## src/rtl/fetch_stage_if.sv

```systemverilog
`default_nettype none
// ---------------------------------------------------------------------------
// fetch_stage_if : instruction-memory, hazard-control and IF/ID bundle
// Revision 1.0
// ---------------------------------------------------------------------------
interface fetch_stage_if;
  logic        imem_req;
  logic [15:0] imem_addr;
  logic [15:0] imem_data;
  logic        imem_valid;
  logic        stall;
  logic        flush;
  logic [15:0] redirect_pc;
  logic [15:0] pc;
  logic [15:0] ifid_instr;
  logic [15:0] ifid_pc_plus2;
  logic        ifid_valid;
  logic        halted;

  modport master (
    output imem_req, imem_addr, pc, ifid_instr, ifid_pc_plus2, ifid_valid, halted,
    input  imem_data, imem_valid, stall, flush, redirect_pc
  );

  modport slave (
    input  imem_req, imem_addr, pc, ifid_instr, ifid_pc_plus2, ifid_valid, halted,
    output imem_data, imem_valid, stall, flush, redirect_pc
  );
endinterface
`default_nettype wire

```

## src/rtl/fetch_stage.sv

```systemverilog
`default_nettype none
// ---------------------------------------------------------------------------
// fetch_stage : WISC-S25 instruction fetch (PC, imem request, IF/ID register)
// Optional FETCH_SKID_EN adds a one-entry skid buffer for stalled returns.
// Revision 1.0
// ---------------------------------------------------------------------------
module fetch_stage #(
  parameter logic [15:0] RESET_PC  = 16'h0000,
  parameter logic [15:0] NOP_INSTR = 16'h0000
) (
  input  logic          clk,
  input  logic          rst_n,
  fetch_stage_if.master bus
);

  localparam logic [0:0] S_FETCH = 1'b0;
  localparam logic [0:0] S_HALT  = 1'b1;

  logic [0:0]  r_state, w_state_nxt;
  logic [15:0] r_pc, w_pc_nxt;
  logic [15:0] r_ifid_instr, w_instr_nxt;
  logic [15:0] r_ifid_pp2, w_pp2_nxt;
  logic        r_ifid_valid, w_valid_nxt;
  logic [15:0] w_pc_plus2;
  logic        w_is_hlt;

`ifdef FETCH_SKID_EN
  logic        r_skid_full, w_skid_full_nxt;
  logic [15:0] r_skid_data, w_skid_data_nxt;
  logic [15:0] r_skid_pp2, w_skid_pp2_nxt;
`endif

  assign w_pc_plus2 = r_pc + 16'd2;
  assign w_is_hlt   = (bus.imem_data[15:12] == 4'hF);

  always_ff @(posedge clk or negedge rst_n) begin
    if (!rst_n) begin
      r_state <= S_FETCH;
    end else begin
      r_state <= w_state_nxt;
    end
  end

  always_ff @(posedge clk or negedge rst_n) begin
    if (!rst_n) begin
      r_pc         <= RESET_PC;
      r_ifid_instr <= NOP_INSTR;
      r_ifid_pp2   <= 16'h0000;
      r_ifid_valid <= 1'b0;
`ifdef FETCH_SKID_EN
      r_skid_full  <= 1'b0;
      r_skid_data  <= NOP_INSTR;
      r_skid_pp2   <= 16'h0000;
`endif
    end else begin
      r_pc         <= w_pc_nxt;
      r_ifid_instr <= w_instr_nxt;
      r_ifid_pp2   <= w_pp2_nxt;
      r_ifid_valid <= w_valid_nxt;
`ifdef FETCH_SKID_EN
      r_skid_full  <= w_skid_full_nxt;
      r_skid_data  <= w_skid_data_nxt;
      r_skid_pp2   <= w_skid_pp2_nxt;
`endif
    end
  end

  always_comb begin
    w_state_nxt = r_state;
    w_pc_nxt    = r_pc;
    w_instr_nxt = r_ifid_instr;
    w_pp2_nxt   = r_ifid_pp2;
    w_valid_nxt = r_ifid_valid;
`ifdef FETCH_SKID_EN
    w_skid_full_nxt = r_skid_full;
    w_skid_data_nxt = r_skid_data;
    w_skid_pp2_nxt  = r_skid_pp2;
`endif
    if (bus.flush) begin
      w_pc_nxt    = {bus.redirect_pc[15:1], 1'b0};
      w_state_nxt = S_FETCH;
      w_valid_nxt = 1'b0;
      w_instr_nxt = NOP_INSTR;
`ifdef FETCH_SKID_EN
      w_skid_full_nxt = 1'b0;
`endif
    end else if (bus.stall) begin
`ifdef FETCH_SKID_EN
      // Park the returning word so the stall does not cost a re-fetch.
      if (r_state == S_FETCH && !r_skid_full && bus.imem_valid) begin
        w_skid_full_nxt = 1'b1;
        w_skid_data_nxt = bus.imem_data;
        w_skid_pp2_nxt  = w_pc_plus2;
        if (w_is_hlt) begin
          w_state_nxt = S_HALT;
        end else begin
          w_pc_nxt = w_pc_plus2;
        end
      end
`endif
    end else begin
`ifdef FETCH_SKID_EN
      if (r_skid_full) begin
        w_instr_nxt     = r_skid_data;
        w_pp2_nxt       = r_skid_pp2;
        w_valid_nxt     = 1'b1;
        w_skid_full_nxt = 1'b0;
      end else
`endif
      if (r_state == S_FETCH) begin
        if (bus.imem_valid) begin
          w_instr_nxt = bus.imem_data;
          w_pp2_nxt   = w_pc_plus2;
          w_valid_nxt = 1'b1;
          if (w_is_hlt) begin
            w_state_nxt = S_HALT;
          end else begin
            w_pc_nxt = w_pc_plus2;
          end
        end else begin
          w_instr_nxt = NOP_INSTR;
          w_valid_nxt = 1'b0;
        end
      end
    end
  end

  always_comb begin
`ifdef FETCH_SKID_EN
    bus.imem_req = (r_state == S_FETCH) && !r_skid_full;
`else
    bus.imem_req = (r_state == S_FETCH);
`endif
    bus.halted        = (r_state == S_HALT);
    bus.imem_addr     = r_pc;
    bus.pc            = r_pc;
    bus.ifid_instr    = r_ifid_instr;
    bus.ifid_pc_plus2 = r_ifid_pp2;
    bus.ifid_valid    = r_ifid_valid;
  end

endmodule
`default_nettype wire

```

## src/flat_wrapper.sv

```systemverilog
// flat-port wrapper written by rule: the top's interface ports become plain ports
module fetch_stage_flat 
#(
  parameter logic [15:0] RESET_PC  = 16'h0000,
  parameter logic [15:0] NOP_INSTR = 16'h0000
)
  (clk, rst_n, bus_imem_req, bus_imem_addr, bus_pc, bus_ifid_instr, bus_ifid_pc_plus2, bus_ifid_valid, bus_halted, bus_imem_data, bus_imem_valid, bus_stall, bus_flush, bus_redirect_pc);
  fetch_stage_if bus_i ();
  input  logic clk;
  input  logic rst_n;
  output wire logic [$bits(bus_i.imem_req)-1:0] bus_imem_req;
  output wire logic [$bits(bus_i.imem_addr)-1:0] bus_imem_addr;
  output wire logic [$bits(bus_i.pc)-1:0] bus_pc;
  output wire logic [$bits(bus_i.ifid_instr)-1:0] bus_ifid_instr;
  output wire logic [$bits(bus_i.ifid_pc_plus2)-1:0] bus_ifid_pc_plus2;
  output wire logic [$bits(bus_i.ifid_valid)-1:0] bus_ifid_valid;
  output wire logic [$bits(bus_i.halted)-1:0] bus_halted;
  input wire logic [$bits(bus_i.imem_data)-1:0] bus_imem_data;
  input wire logic [$bits(bus_i.imem_valid)-1:0] bus_imem_valid;
  input wire logic [$bits(bus_i.stall)-1:0] bus_stall;
  input wire logic [$bits(bus_i.flush)-1:0] bus_flush;
  input wire logic [$bits(bus_i.redirect_pc)-1:0] bus_redirect_pc;
  assign bus_imem_req = bus_i.imem_req;
  assign bus_imem_addr = bus_i.imem_addr;
  assign bus_pc = bus_i.pc;
  assign bus_ifid_instr = bus_i.ifid_instr;
  assign bus_ifid_pc_plus2 = bus_i.ifid_pc_plus2;
  assign bus_ifid_valid = bus_i.ifid_valid;
  assign bus_halted = bus_i.halted;
  assign bus_i.imem_data = bus_imem_data;
  assign bus_i.imem_valid = bus_imem_valid;
  assign bus_i.stall = bus_stall;
  assign bus_i.flush = bus_flush;
  assign bus_i.redirect_pc = bus_redirect_pc;
  fetch_stage #(.RESET_PC(RESET_PC), .NOP_INSTR(NOP_INSTR)) u_core (.clk(clk), .rst_n(rst_n), .bus(bus_i));
endmodule
```

## config.mk

```make
export PLATFORM = sky130hd
export DESIGN_NAME = fetch_stage_flat
export DESIGN_NICKNAME = d
export VERILOG_FILES = /design/src/rtl/fetch_stage_if.sv /design/src/rtl/fetch_stage.sv /design/src/flat_wrapper.sv
export SDC_FILE = /design/constraint.sdc
export NUM_CORES = 1
export LEC_CHECK = 0
export ABC_AREA = 1
export CAP_MARGIN = 25
export CORE_UTILIZATION = 39
export DETAILED_ROUTE_END_ITERATION = 8
export PLACE_DENSITY = 0.76
export SYNTH_ARGS = -nofsm -noshare
export SYNTH_HDL_FRONTEND = slang
export SYNTH_SLANG_ARGS = --single-unit
```

## constraint.sdc

```tcl
create_clock -name clk -period 1.38 [get_ports clk]
set_input_delay 0.138 -clock clk [delete_from_list [all_inputs] [get_ports clk]]
set_output_delay 0.138 -clock clk [all_outputs]
set_load 0.005 [all_outputs]
```

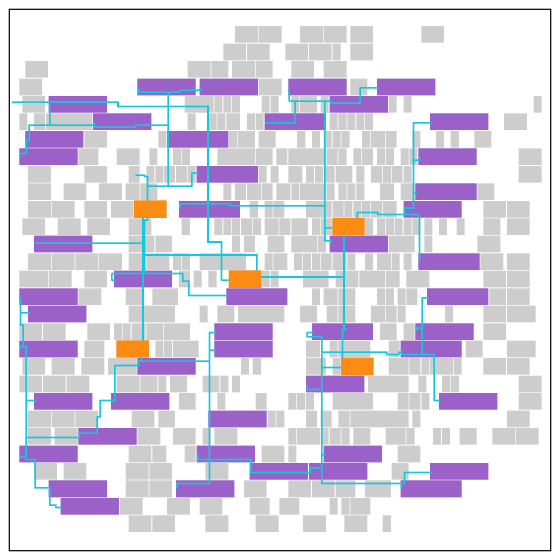
Fig. 1. Routed clock nets over the placement.
[flip-flops] purple | count: 48
[clock wires] cyan | length: 626 um
[clock drivers] orange | count: 5
routed clock nets: 6
flops lie: all over the die
clk pwr: 892 uW
clk_lat worst skew: 300 ps
Fin Clk Skew: 4.90 ps
Clk pwr share: 0.239

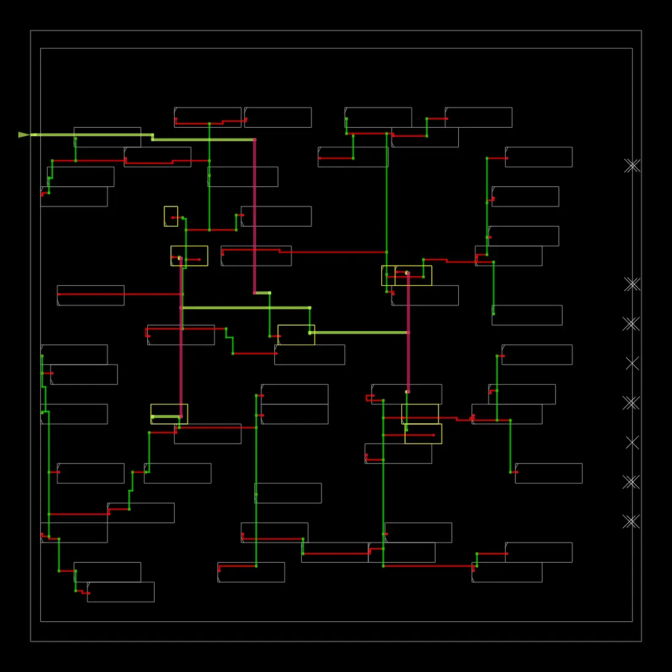
Fig. 2. Clock nets.
CTS Buf Count: 5
CTS Sinks: 48
flip-flops: 48

==> changes_impl.md <==
### Changed

- Top Layout Cells: nand2_1 (101), clkdlybuf4s50_1 (87), dfrtp_1 (37)
- H-tree depth: 2
- DP HPWL: 4850 um
- Commonest Layout Cell: nand2_1
- RSZ-0062 raised after global routing: true
- I/O Buffers: between 90 and 100
- PD cells: 939 nW/um^2
- First-pass GRT wire length: 11,400 um
- Number of library cell types mapped by synthesis: 28
- FF+latch count, synth: 48
- Max_cap viols: 0
- Synthesized area: 2630 um^2
- # Cells Yosys: 305
- Crit path DRT: 1240 ps
- Fin crit share: 0.980
- DRC Markers: 14
- Fin util: 0.619
- Core area: 6420 um^2
- Failing checks: design-rule violations
- Dominant cell type by area after synthesis: dfrtp_1
- Crit Path Class: flop to primary output
- Max VDD drop: approximately 0.67 mV
- Worst path depth: 1
- Leak pwr: 0.00195 uW
- Status: finished, violations left
- Tmin final: roughly 1400 ps
- Crit-path cells: clkdlybuf4s50_1
- Crit path DAT: 1210 ps
- Fmax: 739 MHz
- Tool warnings: 28
- Die Span X: 84.0 um
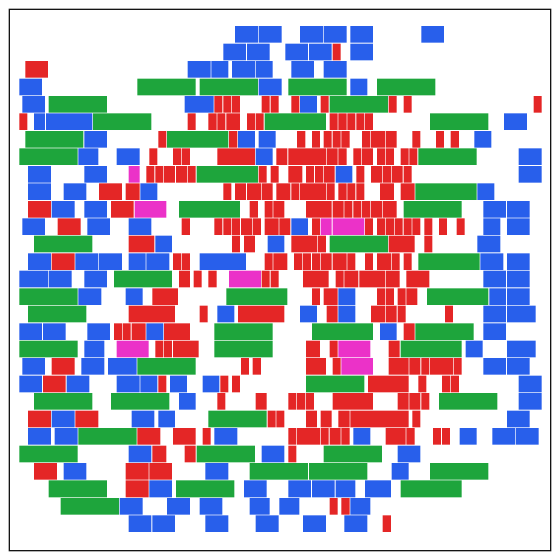
Fig. 3. Cells coloured by class.
[clock drivers and dummy loads] magenta | cells: 8 | share of their area: 2.4%
[other buffers and delay cells] blue | cells: 136 | share of their area: 34%
[combinational and other logic] red | cells: 230 | share of their area: 33%
[flops] green | cells: 48 | share of their area: 31%

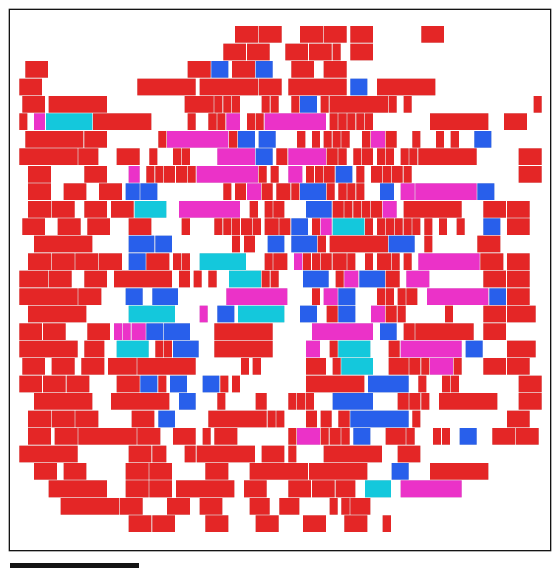
Fig. 4. Sizing map.
Bar = 20 um.
[_3 and _4 cells] blue | cells: 48
[_0 and _1 cells] red | cells: 329
[_2 cells] magenta | cells: 34
[_6 and larger] cyan | cells: 11
post-route setup slack: 27.3 ps
nonclk buf count: 136

[registers in the layout, indices dropped and copies added, names as in the netlist]
signal	flops
u_core.bus.halted	1
u_core.bus.ifid_instr	16
u_core.bus.ifid_pc_plus2	15
u_core.bus.ifid_valid	1
u_core.bus.imem_addr	15
[power breakdown]
group          switching, uW  leakage, uW  internal, uW  total, uW
logic                    496      0.00130           674       1170
clock network            491    0.0000510           401        892
registers                104     0.000603          1560       1670
total                   1090      0.00195          2640       3730
[synth_stat cells, drive strengths merged]
library cell    n
inv            25
ha              1
nand4           5
buf            27
clkinv          2
nand2         114
clkbuf          3
nor2           18
xor2            1
o21ai           3
nand3          35
xnor2           4
dfrtp          48
conb            1
a31oi           2
a32o           16
[path summary, 6_finish.rpt]
| kind | from | to | slack (ps) |
|---|---|---|---|
| setup / recovery | u_core.bus.imem_addr[13] | bus_pc[13] | 30 |
| min in group clk | bus_redirect_pc[4] | u_core.bus.imem_addr[4] | 410 |
| hold / removal | rst_n | u_core.bus.ifid_instr[1] | 340 |
| max in group asynchronous | rst_n | u_core.bus.imem_addr[3] | 810 |
| hold reg to reg | u_core.bus.ifid_pc_plus2[4] | u_core.bus.ifid_pc_plus2[4] | 490 |
| setup reg to reg | u_core.bus.halted | u_core.bus.imem_addr[6] | 40 |
[per-layer routing]
metal  track usage  up-vias  wire [um]
li1              -     1197          -
met1         0.240     1186       2870
met2         0.364       92       3610
met3        0.0534       10        503
met4        0.0517        0         68
met5             0        -          0
[cells by family after synthesis]
kind of cell / after synthesis
flops: 48
other cells: 1
compound gates: 21
fa+ha+maj: 1
simple gates: 172
xor+xnor: 5
buf+inv: 57
[per-stage QoR]
step	total power, uW	TNS, ps	setup WS [ps]	area, um^2	hold slack [ps]
after floorplan	2160	0	59.2	2630	-158
after global placement	2720	-700	-58.8	3620	143
after detailed placement	2750	-1390	-93.9	3620	143
after CTS	3710	0	2.02	3870	342
after global routing	3940	-29.4	-11.8	3970	359
final	3730	0	27.3	3970	338
[layout make-up]
type	instances	area, um^2
inverter	27	106
timing repair buffer	136	1300
fill	554	2450
clock inverter	2	10.0
tap	77	96.3
clock buffer	6	82.6
sequential	48	1210
multi-input combinational	203	1160
[tightest hold or removal path, stage by stage]
cell,delay (ps)
dlygate4sd3_1,520
buf_2,120
buf_12,260
[what timing repair did]
action / 4_1_cts / 5_1_grt
endpoints found under the setup margin: 32 / 29
endpoints found under the hold margin: 48 / 0
hold buffers: 1 / 0
pin swaps: 0 / 6
gates resized: 21 / 20
gates cloned: 0 / 1
setup buffers: 17 / 4
No activity file was given, so power comes from the tool's default toggle rates.
